==> config.mk <==
export PLATFORM = sky130hd
export DESIGN_NAME = melody_sequencer
export DESIGN_NICKNAME = d
export VERILOG_FILES = /design/src/rtl/melody_sequencer.sv
export SDC_FILE = /design/constraint.sdc
export NUM_CORES = 1
export LEC_CHECK = 0
export CAP_MARGIN = 10
export CORE_MARGIN = 5
export CORE_UTILIZATION = 45
export DETAILED_ROUTE_END_ITERATION = 10
export PLACE_DENSITY = 0.66
export SYNTH_ARGS = -nofsm -noshare
export SYNTH_HDL_FRONTEND = slang
export SYNTH_SLANG_ARGS = --single-unit
==> constraint.sdc <==
create_clock -name clk -period 2.77 [get_ports clk]
set_input_delay 0.554 -clock clk [delete_from_list [all_inputs] [get_ports clk]]
set_output_delay 0.554 -clock clk [all_outputs]
set_load 0.05 [all_outputs]
==> src/rtl/melody_sequencer.sv <==
// Melody sequencer: walks a fixed note/duration ROM and drives the tone
// generator's note select, timing notes and gaps in tempo ticks built from the sample enable.
module melody_sequencer #(
    parameter int TICK_DIV  = 4170,
    parameter int GAP_TICKS = 1,
    parameter int LEN       = 16
) (
    input  logic       clk,
    input  logic       rst,
    input  logic       ena,
    input  logic       start,
    input  logic       stop,
    input  logic       loop,
    output logic [2:0] f_ent,
    output logic       busy,
    output logic [3:0] step,
    output logic       done
);
    localparam logic [1:0] S_IDLE = 2'd0;
    localparam logic [1:0] S_PLAY = 2'd1;
    localparam logic [1:0] S_GAP  = 2'd2;

    localparam logic [15:0] TICK_MAX = 16'(TICK_DIV - 1);
    localparam logic [4:0]  GAP_LEN  = 5'(GAP_TICKS);
    localparam logic [4:0]  ROM_LEN  = 5'(LEN);

    // Entry format {note[2:0], dur[4:0]}; dur == 0 marks the end of the pattern.
    function automatic logic [7:0] rom_init(input int idx);
        case (idx)
            0:       rom_init = {3'd1, 5'd4};
            1:       rom_init = {3'd2, 5'd4};
            2:       rom_init = {3'd3, 5'd4};
            3:       rom_init = {3'd4, 5'd4};
            4:       rom_init = {3'd3, 5'd2};
            5:       rom_init = {3'd2, 5'd2};
            6:       rom_init = {3'd1, 5'd8};
            default: rom_init = 8'd0;
        endcase
    endfunction

    logic [7:0] rom [16];

    genvar gi;
    generate
        for (gi = 0; gi < 16; gi++) begin : g_rom
            assign rom[gi] = rom_init(gi);
        end
    endgenerate

    logic [1:0]  state_reg, state_next;
    logic [3:0]  step_reg, step_next;
    logic [15:0] tick_cnt_reg, tick_cnt_next;
    logic [4:0]  dur_cnt_reg, dur_cnt_next;
    logic [2:0]  f_ent_reg, f_ent_next;
    logic        busy_reg, busy_next;
    logic        done_reg, done_next;

    logic        tick;
    logic        do_eval;
    logic [4:0]  eval_idx;

    assign tick = ena && (tick_cnt_reg == TICK_MAX);

    always_comb begin
        state_next    = state_reg;
        step_next     = step_reg;
        tick_cnt_next = tick_cnt_reg;
        dur_cnt_next  = dur_cnt_reg;
        f_ent_next    = f_ent_reg;
        busy_next     = busy_reg;
        done_next     = 1'b0;
        do_eval       = 1'b0;
        eval_idx      = 5'd0;

        if (stop) begin
            state_next    = S_IDLE;
            step_next     = 4'd0;
            tick_cnt_next = 16'd0;
            dur_cnt_next  = 5'd0;
            f_ent_next    = 3'd0;
            busy_next     = 1'b0;
        end else begin
            case (state_reg)
                S_IDLE: begin
                    if (start) begin
                        do_eval       = 1'b1;
                        eval_idx      = 5'd0;
                        tick_cnt_next = 16'd0;
                    end
                end
                S_PLAY, S_GAP: begin
                    if (ena) begin
                        tick_cnt_next = tick ? 16'd0 : tick_cnt_reg + 16'd1;
                    end
                    // A zero count only arises from looping onto an end marker at step 0.
                    if (dur_cnt_reg == 5'd0) begin
                        do_eval  = 1'b1;
                        eval_idx = {1'b0, step_reg};
                    end else if (tick) begin
                        if (dur_cnt_reg == 5'd1) begin
                            if (state_reg == S_PLAY && GAP_TICKS > 0) begin
                                state_next   = S_GAP;
                                dur_cnt_next = GAP_LEN;
                                f_ent_next   = 3'd0;
                            end else begin
                                do_eval  = 1'b1;
                                eval_idx = {1'b0, step_reg} + 5'd1;
                            end
                        end else begin
                            dur_cnt_next = dur_cnt_reg - 5'd1;
                        end
                    end
                end
                default: begin
                    state_next = S_IDLE;
                end
            endcase

            if (do_eval) begin
                if (eval_idx >= ROM_LEN || rom[eval_idx[3:0]][4:0] == 5'd0) begin
                    done_next = 1'b1;
                    step_next = 4'd0;
                    if (loop) begin
                        state_next   = S_PLAY;
                        dur_cnt_next = rom[0][4:0];
                        f_ent_next   = (rom[0][4:0] != 5'd0) ? rom[0][7:5] : 3'd0;
                        busy_next    = 1'b1;
                    end else begin
                        state_next   = S_IDLE;
                        dur_cnt_next = 5'd0;
                        f_ent_next   = 3'd0;
                        busy_next    = 1'b0;
                    end
                end else begin
                    state_next   = S_PLAY;
                    step_next    = eval_idx[3:0];
                    dur_cnt_next = rom[eval_idx[3:0]][4:0];
                    f_ent_next   = rom[eval_idx[3:0]][7:5];
                    busy_next    = 1'b1;
                end
            end
        end
    end

    always_ff @(posedge clk or posedge rst) begin
        if (rst) begin
            state_reg    <= S_IDLE;
            step_reg     <= 4'd0;
            tick_cnt_reg <= 16'd0;
            dur_cnt_reg  <= 5'd0;
            f_ent_reg    <= 3'd0;
            busy_reg     <= 1'b0;
            done_reg     <= 1'b0;
        end else begin
            state_reg    <= state_next;
            step_reg     <= step_next;
            tick_cnt_reg <= tick_cnt_next;
            dur_cnt_reg  <= dur_cnt_next;
            f_ent_reg    <= f_ent_next;
            busy_reg     <= busy_next;
            done_reg     <= done_next;
        end
    end

    assign f_ent = f_ent_reg;
    assign busy  = busy_reg;
    assign step  = step_reg;
    assign done  = done_reg;
endmodule

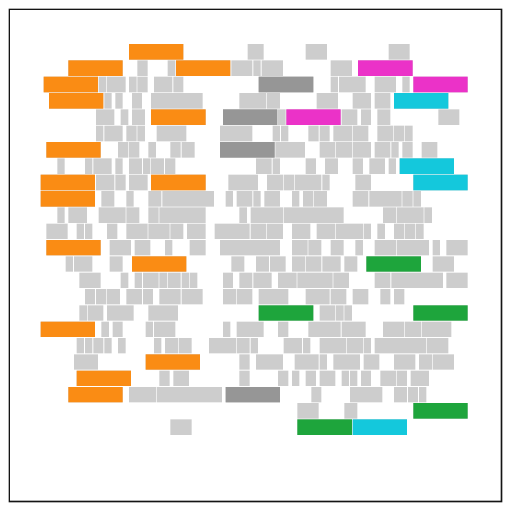
Fig. 1. Register map, names as in the netlist (run 1).
Scale: 6 px per um.
| netlist name | colour | placed flops |
|---|---|---|
| dur_cnt_reg | green | 5 |
| tick_cnt_reg | orange | 16 |
| step | cyan | 4 |
| f_ent | magenta | 3 |
not coloured: 4
Seq. cell area: 801 um^2
flip-flop and latch share of the layout cell area: 27.9%
power dissipated in sequential cells: 486 uW
final standard cell utilization of the core: 56.8%

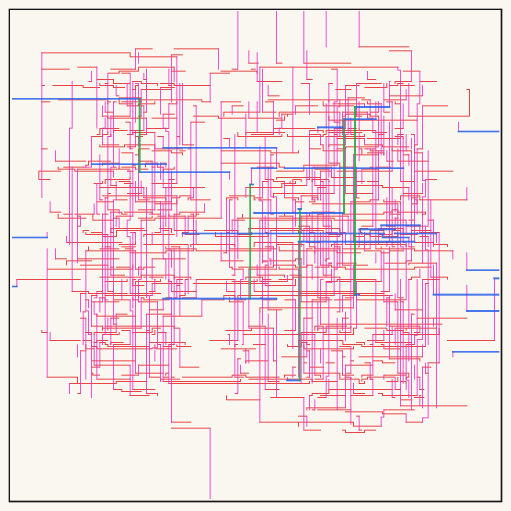
Fig. 2. Wiring by layer (run 1).
Scale: 6 px per um.
| layer | colour | wire length |
|---|---|---|
| M4 | green | 107 um |
| M1 | red | 2540 um |
| M3 | blue | 264 um |
| M2 | magenta | 2730 um |
final wirelength: 5640 um
Tot GR Track Use: 18.4%
wire length per cell after detailed routing: 15.6 um

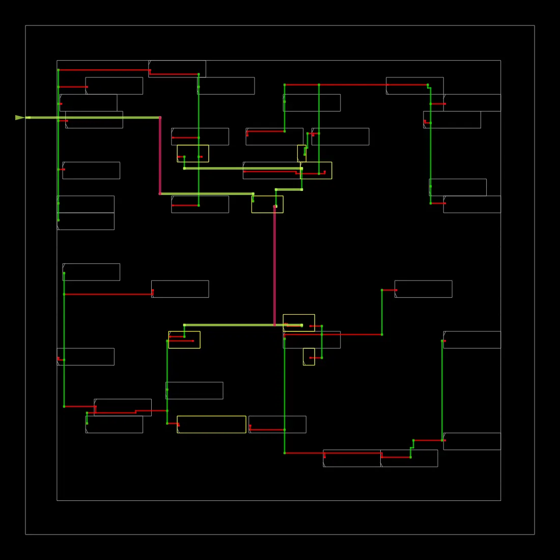
Fig. 3. Clock wiring as the flow saved it (run 1).
clock buffer count in the final layout: 6
clock network power: 446 uW

[run 1: timing repair]
item,CTS,global route
endpoints found under the setup margin,0,6
gates resized,0,8
buffers inserted,0,1
[run 1: final cells by class]
class                   instances  area share [%]
clock buffers                   6            2.53
clock inverters                 2            1.22
inverters                      15            1.97
multi-input cells             194            50.8
flip-flops and latches         32            27.9
well taps                      70            3.06
repair buffers                 43            12.5
[run 1: layout by cell type, fill, tap and decap left out, drive strengths merged, types with 5 or more instances in the layout]
cell	n
nor4b	6
nor3	10
nor2	29
ha	11
nand3	9
clkdlybuf4s50	14
xnor2	5
inv	15
o21ai	11
buf	29
nor2b	6
or3	5
clkbuf	6
nand4	6
nand2	22
dfrtp	32
a21oi	14
[run 1: worst max-delay path, cell delays in order, from the launching register on]
cell and delay [ns]:
dfrtp_1 0.41, inv_2 0.08, ha_2 0.19, or4b_4 0.50, nor3_4 0.17, a41oi_2 0.16, ha_2 0.22, o41ai_4 0.06
a22oi_2 0.11, buf_4 0.16, o31a_1 0.23, a32o_1 0.25
[run 1: stage by stage]
| step | power, mW | util [%] | instances | area [um^2] |
|---|---|---|---|---|
| after floorplan | 0.619 | - | 249 | 2320 |
| after global placement | 0.683 | 53.8 | 353 | 2720 |
| after detailed placement | 0.685 | 53.8 | 353 | 2720 |
| after CTS | 1.14 | 56.0 | 361 | 2820 |
| after global routing | 1.18 | 56.8 | 362 | 2870 |
| final | 1.13 | 56.8 | 362 | 2870 |
[run 1: cell families (layout without fill, tap and decap cells)]
group,Yosys count,count (layout),share of synthesized area [%]
xor+xnor,9,9,3.40
buf+inv,23,66,4.21
fa+ha+maj,11,11,5.94
mux,5,5,2.27
flops,32,32,34.5
compound gates,53,53,18.2
simple gates,116,116,31.4
==> run summary, run 1 <==
State of the implementation.

- Entering global routing, the biggest net connects 33 pins.
- Once detail routing completed, the nets flagged for antenna violations numbered 0.
- The origin of the worst min-delay path is f_ent[2], for reference.
- After synthesis the netlist holds a flip-flop and latch count of 32.
- Global routing consumed, on the met2 layer, 32.5% of the routing resources.
- Per the detail_route report, vias per standard cell equal 5.59.
- The top cell type by area accounts for 34.5% of the synthesized area.
- The remaining max-slew budget at the tightest pin is 62.7%, for reference.
- The number of hold buffers added after CTS is 0, for reference.
- After synthesis, flip-flops and latches occupy 34.5% of the total area.
- Between the synthesized netlist and the finished layout, the area growth was recorded as 23.6%.
- Once detailed placement completed, the half-perimeter wirelength came to 4230 um.
- The internal portion of total power is 816 uW, for reference.
- The placeable core area is 5040 um^2, for reference.
- The via count of the first global-routing pass came to 2003.
- The number of hold violations in the final report is 0, for reference.
- In this run, the combinational gates consume 17.3% of the power.
- The area enclosed by the die boundary is 6690 um^2, for reference.
- Averaged over all synthesized cells, the footprint is 9.31 um^2.
- The total met2 wirelength after detailed routing is 2730 um, for reference.
- Per the timing report, the achievable frequency comes out to 376 MHz.
- The hold-critical path depth is 1, for reference.
- The portion of total power attributed to sequential cells is 43.1%, for reference.
- According to the report, the first pass of detailed routing completed in 4 iterations.
- STA classifies the critical path startpoint as a flip-flop.
- The tally of filler cells in the layout is 462, for reference.
- Once the floorplan was initialized, standard cells occupied 46.0% of the core.
- The time the final worst path needs with I/O delays and setup is 2.66 ns, for reference.
- Summed over all nets, the switching power comes to 310 uW.
- The post-route report lists met1 wire length as 2540 um.
- The met3 track utilization from global routing is 4.06%, for reference.
- The global routing report lists met1 layer usage as 22.4%.
- Per the GRT congestion report, total overflow comes to 0.
- The highest metal layer carrying signal wires in the routed design is met4.
- The slew at the pin closest to its max-slew limit is 0.558 ns, for reference.
- The endpoint of the worst hold path is f_ent[2], for reference.
- STA reports a reg2reg setup slack of 0.11 ns.
- The number of distinct library cells after synthesis is 63, for reference.
- Looking at the clock tree report, the H-tree level count equals 2.
- STA classifies the critical path endpoint as a flip-flop.
- Warnings raised by the tools during the run amount to 32.
- The net count after synthesis is 266.
- The main area contributors are dfrtp_1 35%, ha_1 5.9%, nor2_1 4.5%.
- Between clock sinks in the finished design, the worst skew comes to 0.00835 ns.
- The run finished with clean final reports.
- The reported leakage power is 1.21 nW, for reference.
- The total via count in the routed design is 2023, for reference.
- 15 I/O pins were placed.
- The script computed a power per unit cell area of 393 nW/um^2.
- The initial detailed-routing violation count is 130, for reference.
- The wire length of the first global-routing pass is 9480 um, for reference.
- Warnings reported by Yosys during synthesis add up to 0.
- The deepest clock path buffer count is 2, for reference.
- After technology mapping, the gate count stands at 249.
- The number of diodes added for antenna fixing is 0, for reference.
- The classification of the worst-slack hold path is flip-flop to flip-flop, for reference.
- In this run the vertical extent of the chip is 81.8 um.
- The final critical path takes up 96.1% of the cycle.
- Summing all multi-input logic gate instances after layout gives 1460 um^2.
- The cell sitting at the root of the clock tree is a clkbuf_8.
- Per report_power, the Combinational row totals 194 uW.
- The number of placement rows is 26, for reference.
Fig. 4: run 1, cell area per tile
Scale: 4 px per um. 8 x 8 tiles, from white (low) to dark blue (high), 0 to 100% covered.
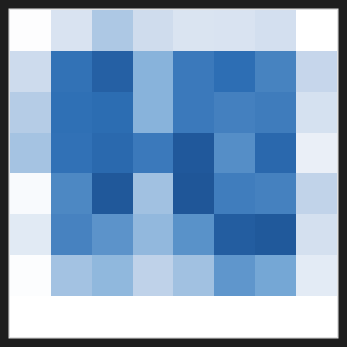

==> run 2: changes to the inputs <==
--- a/config.mk
+++ b/config.mk
@@ -9,7 +9,7 @@
 export CORE_MARGIN = 5
 export CORE_UTILIZATION = 45
 export DETAILED_ROUTE_END_ITERATION = 10
-export PLACE_DENSITY = 0.66
+export PLACE_DENSITY = 0.63
 export SYNTH_ARGS = -nofsm -noshare
 export SYNTH_HDL_FRONTEND = slang
 export SYNTH_SLANG_ARGS = --single-unit
==> constraint.sdc (replaced) <==
create_clock -name clk -period 2.9 [get_ports clk]
set_input_delay 0.58 -clock clk [delete_from_list [all_inputs] [get_ports clk]]
set_output_delay 0.58 -clock clk [all_outputs]
set_load 0.05 [all_outputs]
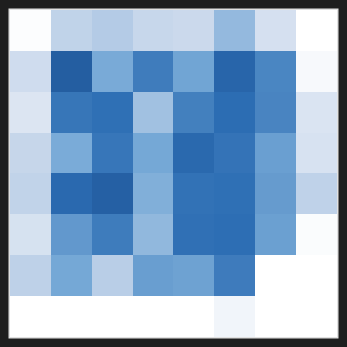
Fig. 5. Cell area per tile (run 2).
Scale: 4 px per um. 8 x 8 tiles, from white (low) to dark blue (high), 0 to 100% covered.
tiles over 75% full: 11%
fullest tile: 81%
mean over tiles: 40%
nearly empty tiles: 17%
emptiest ninth of the die: lower right
densest ninth of the die: centre
area of the placeable core: 5040 um^2
final standard cell utilization of the core: 55.3%
Initial Utilization: 46.0%

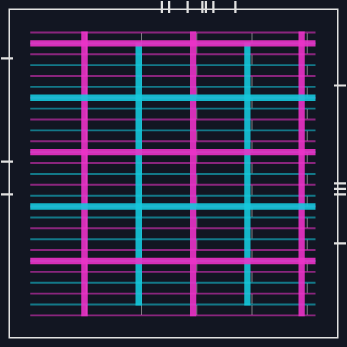
Fig. 6. Floorplan with the power grid (run 2).
Scale: 4 px per um. Pins as bars on the die edge. Tap cells in grey.
| net | colour |
|---|---|
| VDD | cyan |
| VSS | magenta |
met1 rails: 27
signal pins: 15
tap cells: 70
Die Width: 81.8 um
Die Ht: 81.8 um
IR Drop Worst-Case VDD: 0.205 mV

==> run 2 against run 1 <==
  * Synthesized cell count is the same
  * Sequential power shrank 4.1%
  * First-iteration DRC count is 15% lower
  * Total power down 5.9%
  * Worst hold slack improved by 0.015 ns
  * Final area down 2.7%
  * Register-to-register slack improved by 0.08 ns
  * Critical path depth increased by 1
  * Fmax decreased by 1.8%
  * Highest routed layer unchanged
==> run summary, run 2 <==
State of the implementation.

- The flow ran to the end, and the final reports show no timing, DRC or antenna violations.
- The clock group share of total power is 40.0%, for reference.
- The worst setup slack after layout is 0.191 ns, for reference.
- dfrtp_1 takes more of the synthesized area than any other cell.
- Per the breakdown, switching nets consume 27.3% of all power.
- The cell sitting at the root of the clock tree is a clkbuf_8.
- The data arrival time of the critical path is 2.88 ns, for reference.
- The number of antenna violations at the first check in global routing came to 0.
- Clock tree synthesis inserted a total of 5 buffers.
- After synthesis, the share of flip-flops with an asynchronous set or reset is 100%.
- The total via count in the routed design was 1921 (-5.0%).
- The cell family contributing the most delay on the critical path is AND-OR/OR-AND gates.
- The post-synthesis share of cell area spent on and, or, nand and nor gates is 31.4% (unchanged).
- Yosys stat counts 249 cells in the synthesized netlist.
- The total power density per cell area is 380 nW/um^2 (-3.3%), for reference.
- The cell area after placement is 2660 um^2 (-2.2%).
- The gate count of the mapped netlist came to 249 (unchanged).
- The type of destination of the critical path is a flip-flop, for reference.
- From the final report, the count of setup violators was given as 0.
- The terminus of the critical flop-to-flop path is f_ent[0], for reference.
- The dominant synthesized flop cell is dfrtp_1, for reference.
- At the later pin of the worst-skew pair, clock insertion delay measures 0.28 ns.
- The number of distinct library cells after synthesis is 63 (unchanged), for reference.
- The internal portion of total power was 770 uW (-5.6%).
- The logic depth of the worst path, buffers included is 12 (+1), for reference.
- The count of boundary I/O pins was 15 (unchanged).
- The post-route netlist has 19.4% of its cells at a drive strength greater than 1.
- The power dissipated by switching net loads is 290 uW (-6.6%), for reference.
- TritonCTS built the clock tree.
- The largest family of logic cells by area is simple AND/OR/NAND/NOR gates, for reference.
- The XOR/XNOR share of the synthesized area came to 3.40% (unchanged).
- In the layout the commonest cells are 32 x dfrtp_1, 28 x nor2_1, 22 x nand2_1.
- The post-synthesis share of cell area spent on full adders, half adders and majority gates came to 5.94% (unchanged).
- The area fraction in mux cells was 2.27% (unchanged).
- The routed layout reports a DRC error count of 0.
- The maximum clock rate is 369 MHz (-1.8%), for reference.
- The cell area after layout is 2790 um^2 (-2.7%).
- The final total power is 1.06 mW (-5.9%), for reference.
- Setup repair after global routing left no endpoint under its margin.
- The number of hold violations in the final report is 0 (unchanged), for reference.
- The total placed cells including tap cells is 345 (-2.3%).
- The Yosys warning count is 0 (unchanged), for reference.
- The registers of the reported paths see a clock transition of 0.07 ns.
- Per the placement log, port buffering inserted 14 buffers.
- The count of state elements after synthesis came to 32 (unchanged).
- The number of diodes added for antenna fixing was 0 (unchanged).
- The deepest clock path buffer count is 2 (unchanged), for reference.
- After routing, the total negative slack on setup checks comes to 0 ns.
- The register with the most flip-flops in the layout has 16 of them.
- The remaining max-slew budget at the tightest pin is 65.6% (+2.9 points), for reference.
- The launching instance or port of the critical path is dur_cnt_reg[1], for reference.
- The placer congestion estimate is 0.911, for reference.
- The complex-gate fraction of the synthesized area came to 18.2% (unchanged).
- The type of origin of the critical path is a flip-flop, for reference.
- The maximum net fanout on the critical path is 5, for reference.
- After synthesis the cells add up to 2320 um^2.
- The leftover overflow at the end of global routing is 0 (unchanged), for reference.
- The residual antenna-violating net count after detailed routing is 0 (unchanged), for reference.
- The post-route clock period utilization is 93.4% (-2.6 points), for reference.
- The growth of design area from synthesis to finish is 20.3%, for reference.
- The clock sink count is 32, for reference.
- The portion of total power attributed to sequential cells is 43.9% (+0.8 points).
- The via-per-instance ratio is 5.44 (-2.6%), for reference.
- The critical path data required time is 3.07 ns, for reference.
- The tightest hold path in the finished design has a slack of 0.513 ns.
- The reported leakage power is 1.16 nW (-3.5%).
- The total number of warnings across the stage logs is 32 (unchanged), for reference.
- The post-placement setup slack is -0.109 ns, for reference.
- The part of the total power dissipated in combinational logic came to 16.1% (-1.2 points).
- The setup path with the least slack is of type flip-flop to flip-flop.
- The worst hold path belongs to the class flip-flop to flip-flop.
- The worst reg2reg path depth is 12, for reference.
- The aggregate global-route resource usage is 17.7% (-0.71 points), for reference.
- The total detailed-routing wirelength is 5350 um (-5.2%), for reference.
- The mean area per synthesized cell is 9.31 um^2 (unchanged), for reference.
- The detailed placement HPWL is 4080 um (-3.5%).
- The initial detailed-routing violation count is 110 (-15%), for reference.
- For reference, the top cells by area after synthesis are dfrtp_1 35%, ha_1 5.9%, nor2_1 4.5%.
- The layout net count is 299, for reference.
- Among all cell types in the netlist, the one instantiated most often is dfrtp_1.
- The synthesized design contains 0 enable-type register cells.
- The wire length per cell after detailed routing is 15.2 um (-2.8%), for reference.
- The number of placement rows was 26 (unchanged).
- The number of hold buffers added after CTS came to 0 (unchanged).
- The wire length of the first global-routing pass was 9180 um (-3.2%).
- The area share of the largest cell type after synthesis is 34.5% (unchanged), for reference.
- The share of the yosys chip area belonging to registers is 34.5% (unchanged), for reference.
- The time the final worst path needs with I/O delays and setup was 2.71 ns (+0.0484 ns).
- The clock tree skew after final layout is 0.00452 ns (-0.00383 ns).
- The cell sequence reported for the critical path is inv_1, ha_2, nor4b_4, nand2b_4, o41ai_4, nand2_1, inv_1, ha_2, o41ai_4, a22oi_2, o21ai_0, a32o_1.
- The buffers inserted during post-CTS setup optimization is 0 (unchanged).
- The report counts max-capacitance violations totalling 0.
- The longest individual stage delay on the worst path was 0.40 ns (-0.10 ns).
- The number of buffer and inverter instances along the worst setup path is 2 (unchanged), for reference.
- The final instance count without filler cells is 353 (-2.5%), for reference.
- The largest net degree at the start of global routing came to 33 (unchanged).
- The chip area line of the yosys report is 2320 um^2, for reference.
- The most instantiated logic cell after routing is dfrtp_1, for reference.
- The slew at the pin closest to its max-slew limit came to 0.515 ns (-0.0427 ns).
- The area enclosed by the die boundary is 6690 um^2 (unchanged).
- The floorplan net count is 266 (unchanged), for reference.
- The capture point of the critical path was reported as f_ent[0].
- The start of the worst register-to-register path is dur_cnt_reg[1], for reference.
- The via count of the first global-routing pass was 1910 (-4.6%).
- The register-to-register path setup slack is 0.19 ns (+0.08 ns), for reference.
- Per the STA report, the cell with the highest stage delay on the worst path is dfrtp_1.
- By count the netlist is led by 32 x dfrtp_1, 28 x nor2_1, 22 x nand2_1, 15 x inv_1, 14 x a21oi_1.
- The H-tree level count is 2 (unchanged).
- The number of iterations in the first detailed-routing pass is 4 (unchanged), for reference.
- Counting pins that exceed their max-slew limit in the final report gives 0.
## run 2: cells by family after synthesis
family / count (synthesis)
xor+xnor: 9
compound gates: 53
fa+ha+maj: 11
mux: 5
simple gates: 116
flops: 32
buf+inv: 23
## run 2: power groups by stage
| stage | sequential [mW] | clock (mW) | combinational (mW) |
|---|---|---|---|
| 2_1_floorplan | 0.484 | 0 | 0.107 |
| 3_3_place_gp | 0.473 | 0 | 0.170 |
| 3_5_place_dp | 0.473 | 0 | 0.170 |
| 4_1_cts | 0.465 | 0.436 | 0.170 |
| 5_1_grt | 0.467 | 0.451 | 0.186 |
| 6_report | 0.466 | 0.424 | 0.170 |
## run 2: what timing repair did
| action | 4_1_cts | 5_1_grt |
|---|---|---|
| endpoints found under the setup margin | 0 | 5 |
| hold endpoints to repair | 0 | 0 |
| gates resized | 0 | 5 |
## run 2: metal layers
layer,track usage (%),vias to the layer above,routed length (um)
met2,29.2,35,2570
met5,0,-,0
met4,5.98,0,95
li1,-,975,-
met1,23.4,901,2500
met3,3.18,10,187
## run 2: cell type report
type                    count  area [um^2]
fillers                   461         2250
clock buffers               5         68.8
well taps                  70         87.6
repair buffers             34          290
clock inverters             3         42.5
multi-input cells         194         1440
flip-flops and latches     32          801
inverters                  15         56.3
## run 2: worst min-delay path by stage
stage	endpoint	slack, ns	cells past startpoint	startpoint
2_1_floorplan	state_reg[1]	0.53	2	state_reg[1]
3_3_place_gp	f_ent[0]	0.49	1	f_ent[0]
3_5_place_dp	f_ent[0]	0.49	1	f_ent[0]
4_1_cts	f_ent[0]	0.51	1	f_ent[0]
5_1_grt	f_ent[1]	0.55	2	f_ent[1]
6_report	f_ent[2]	0.51	1	f_ent[2]
Power and IR drop assume default switching activity.
